Cells by drive strength:
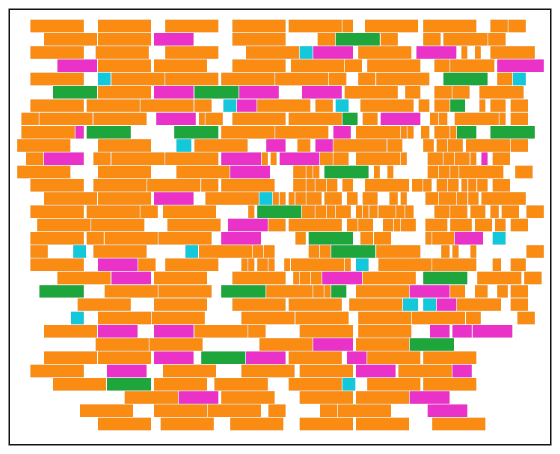
Cells coloured by class:
Bar = 20 um. Fill, decap, tap and diode cells in grey.
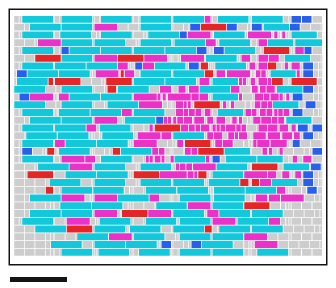
===== src/rtl/stack_pkg.sv =====
// Shared op encoding, default width and stack-pointer sizing helper for the LIFO engine.
package stack_pkg;

  localparam int STACK_DATA_W = 8;

  typedef enum logic [1:0] {OP_IDLE, OP_PUSH, OP_POP, OP_REPL} stack_op_t;

  // Pointer must represent every count from 0 up to and including depth.
  function automatic int sp_width(input int depth);
    return $clog2(depth + 1);
  endfunction

endpackage


===== src/rtl/stack_mem.sv =====
// DEPTH x DATA_W register file: one synchronous write port, one asynchronous read port, no reset.
module stack_mem
  import stack_pkg::*;
#(
  parameter int DATA_W = STACK_DATA_W,
  parameter int DEPTH  = 16,
  parameter int AW     = $clog2(DEPTH)
) (
  input  logic              clk,
  input  logic              i_we,
  input  logic [AW-1:0]     i_waddr,
  input  logic [DATA_W-1:0] i_wdata,
  input  logic [AW-1:0]     i_raddr,
  output logic [DATA_W-1:0] o_rdata
);

  logic [DATA_W-1:0] r_mem [DEPTH];

  // Address guard matters only when DEPTH is not a power of two.
  always_ff @(posedge clk) begin
    if (i_we && (int'(i_waddr) < DEPTH)) begin
      r_mem[i_waddr] <= i_wdata;
    end
  end

  assign o_rdata = (int'(i_raddr) < DEPTH) ? r_mem[i_raddr] : '0;

endmodule


===== src/rtl/stack_engine.sv =====
// LIFO data/return-address stack with registered pop result and full/empty/error status.
// Optional macro STACK_STICKY_ERR_EN makes overflow/underflow sticky and adds the clr_err port.
module stack_engine
  import stack_pkg::*;
#(
  parameter  int DATA_W = STACK_DATA_W,
  parameter  int DEPTH  = 16,
  localparam int SP_W   = sp_width(DEPTH)
) (
  input  logic              clk,
  input  logic              rst,
  input  logic              push,
  input  logic              pop,
  input  logic [DATA_W-1:0] push_data,
`ifdef STACK_STICKY_ERR_EN
  input  logic              clr_err,
`endif
  output logic [DATA_W-1:0] pop_data,
  output logic              pop_valid,
  output logic [SP_W-1:0]   sp,
  output logic              full,
  output logic              empty,
  output logic              overflow,
  output logic              underflow
);

  localparam int AW = $clog2(DEPTH);

  logic [SP_W-1:0]   r_sp;
  logic [DATA_W-1:0] r_pop_data;
  logic              r_pop_valid;
  logic              r_ovf;
  logic              r_udf;

  stack_op_t         w_op;
  logic [SP_W-1:0]   w_sp_m1;
  logic [SP_W-1:0]   w_sp_nxt;
  logic [DATA_W-1:0] w_pd_nxt;
  logic              w_pv_nxt;
  logic              w_ovf_evt;
  logic              w_udf_evt;
  logic              w_we;
  logic [AW-1:0]     w_waddr;
  logic [DATA_W-1:0] w_rdata;

  assign w_sp_m1 = r_sp - SP_W'(1);
  assign full    = (r_sp == SP_W'(DEPTH));
  assign empty   = (r_sp == '0);

  stack_mem #(
    .DATA_W (DATA_W),
    .DEPTH  (DEPTH),
    .AW     (AW)
  ) u_mem (
    .clk     (clk),
    .i_we    (w_we),
    .i_waddr (w_waddr),
    .i_wdata (push_data),
    .i_raddr (w_sp_m1[AW-1:0]),
    .o_rdata (w_rdata)
  );

  always_comb begin
    case ({push, pop})
      2'b10:   w_op = OP_PUSH;
      2'b01:   w_op = OP_POP;
      2'b11:   w_op = OP_REPL;
      default: w_op = OP_IDLE;
    endcase
  end

  // Replace-top reads the old top through the async port before the same-edge write lands.
  always_comb begin
    w_sp_nxt  = r_sp;
    w_pd_nxt  = r_pop_data;
    w_pv_nxt  = 1'b0;
    w_ovf_evt = 1'b0;
    w_udf_evt = 1'b0;
    w_we      = 1'b0;
    w_waddr   = r_sp[AW-1:0];
    case (w_op)
      OP_PUSH: begin
        if (!full) begin
          w_we     = 1'b1;
          w_sp_nxt = r_sp + SP_W'(1);
        end else begin
          w_ovf_evt = 1'b1;
        end
      end
      OP_POP: begin
        if (!empty) begin
          w_pd_nxt = w_rdata;
          w_pv_nxt = 1'b1;
          w_sp_nxt = w_sp_m1;
        end else begin
          w_udf_evt = 1'b1;
        end
      end
      OP_REPL: begin
        w_pv_nxt = 1'b1;
        if (!empty) begin
          w_pd_nxt = w_rdata;
          w_we     = 1'b1;
          w_waddr  = w_sp_m1[AW-1:0];
        end else begin
          w_pd_nxt = push_data;
        end
      end
      default: begin
        w_pv_nxt = 1'b0;
      end
    endcase
  end

  always_ff @(posedge clk or negedge rst) begin
    if (!rst) begin
      r_sp        <= '0;
      r_pop_data  <= '0;
      r_pop_valid <= 1'b0;
      r_ovf       <= 1'b0;
      r_udf       <= 1'b0;
    end else begin
      r_sp        <= w_sp_nxt;
      r_pop_data  <= w_pd_nxt;
      r_pop_valid <= w_pv_nxt;
`ifdef STACK_STICKY_ERR_EN
      r_ovf       <= w_ovf_evt | (r_ovf & ~clr_err);
      r_udf       <= w_udf_evt | (r_udf & ~clr_err);
`else
      r_ovf       <= w_ovf_evt;
      r_udf       <= w_udf_evt;
`endif
    end
  end

  assign sp        = r_sp;
  assign pop_data  = r_pop_data;
  assign pop_valid = r_pop_valid;
  assign overflow  = r_ovf;
  assign underflow = r_udf;

endmodule


===== config.mk =====
export PLATFORM = sky130hd
export DESIGN_NAME = stack_engine
export DESIGN_NICKNAME = d
export VERILOG_FILES = /design/src/rtl/stack_pkg.sv /design/src/rtl/stack_mem.sv /design/src/rtl/stack_engine.sv
export SDC_FILE = /design/constraint.sdc
export NUM_CORES = 1
export LEC_CHECK = 0
export CAP_MARGIN = 10
export CORE_ASPECT_RATIO = 0.8
export CORE_UTILIZATION = 64
export DETAILED_ROUTE_END_ITERATION = 8
export MAX_ROUTING_LAYER = met4
export PLACE_DENSITY_LB_ADDON = 0.25
export SLEW_MARGIN = 20
export SYNTH_ARGS = -nofsm -noshare
export SYNTH_HDL_FRONTEND = slang
export SYNTH_SLANG_ARGS = --single-unit

===== constraint.sdc =====
create_clock -name clk -period 5.07 [get_ports clk]
set_input_delay 1.014 -clock clk [delete_from_list [all_inputs] [get_ports clk]]
set_output_delay 1.014 -clock clk [all_outputs]
set_load 0.1 [all_outputs]

==> run notes <==
impl run done, here's what came out: status complete, no violations, Clock Path Buffers 2, crit path from sp[0], Top delay family on crit path buffers and inverters, Hold Buf Count CTS 0, NetSw 0.00187 W, Power Clock 0.00112 W, Final ANT Viol Nets 0, Peak VDD IR 0.667 mV, hold_ws 507 ps, cell taking the most area after synthesis edfxtp_1, WP buf/inv 3, sequential fraction of design power 0.332, Worst Path Required 4060 ps, placed cells 469, Max Slew Vio Count 0, Residual DRC 0, cell count along the critical path 5, DP HPWL 8.33 mm, Max Clock Skew 7.54 ps, r2r startpoint sp[0], H-tree levels 4, Startpoint Class flip-flop, CP Max Fanout 17, syn_area_per_cell 17.8 um2, Synth Flop Type edfxtp_1, Clk network pwr share 0.238, met3 GRT Util 0.0969, Core Util at FP 0.664, min-delay worst type reg -> reg, hold depth 2, Pre-antenna DRT Iters 6, Post-Route M1 WL 5.56 mm, Inserted Diodes 0, Yosys chip area 0.00605 mm2, max frequency 258 MHz
About 'cells by drive strength':
Green is drive 6 and up, cells 21, share 5.5%. Cyan is drive 3 to 4, cells 15, share 3.9%. Orange is drive 1 or less, cells 305, share 79%. Magenta is drive 2, cells 44, share 11%.
worst setup slack after layout: 1190 ps
area delta synth->final: 15.3%
bufs w/o clock: 35
Final Cell Area: 0.00697 mm2

About 'cells coloured by class':
Magenta is all other logic, cells 175. Blue is other buffers and delay cells, cells 35. Cyan is flops, cells 144. Red is clock drivers and dummy loads, cells 31.

-- final cells by class --
type,instances,area (um2),share of cell area
sequential,144,4250,0.609
tap,115,144,0.0206
clock buffer,17,425,0.0610
timing repair buffer,35,333,0.0477
multi-input combinational,169,1690,0.243
inverter,6,22.5,0.00323
clock inverter,14,109,0.0156
-- kinds of logic after synthesis --
family          Yosys count  share of synthesized area
compound gates           45                     0.0546
xor+xnor                  7                     0.0101
fa+ha+maj                 3                    0.00621
buf+inv                  27                     0.0196
flops                   144                      0.702
mux                      52                      0.154
simple gates             62                     0.0536
-- registers in the layout, indices dropped and copies added, names as in the netlist --
signal,cells
sp,5
overflow,1
u_mem.r_mem,128
pop_valid,1
pop_data,8
underflow,1
Power is estimated from default activity; no workload was simulated.
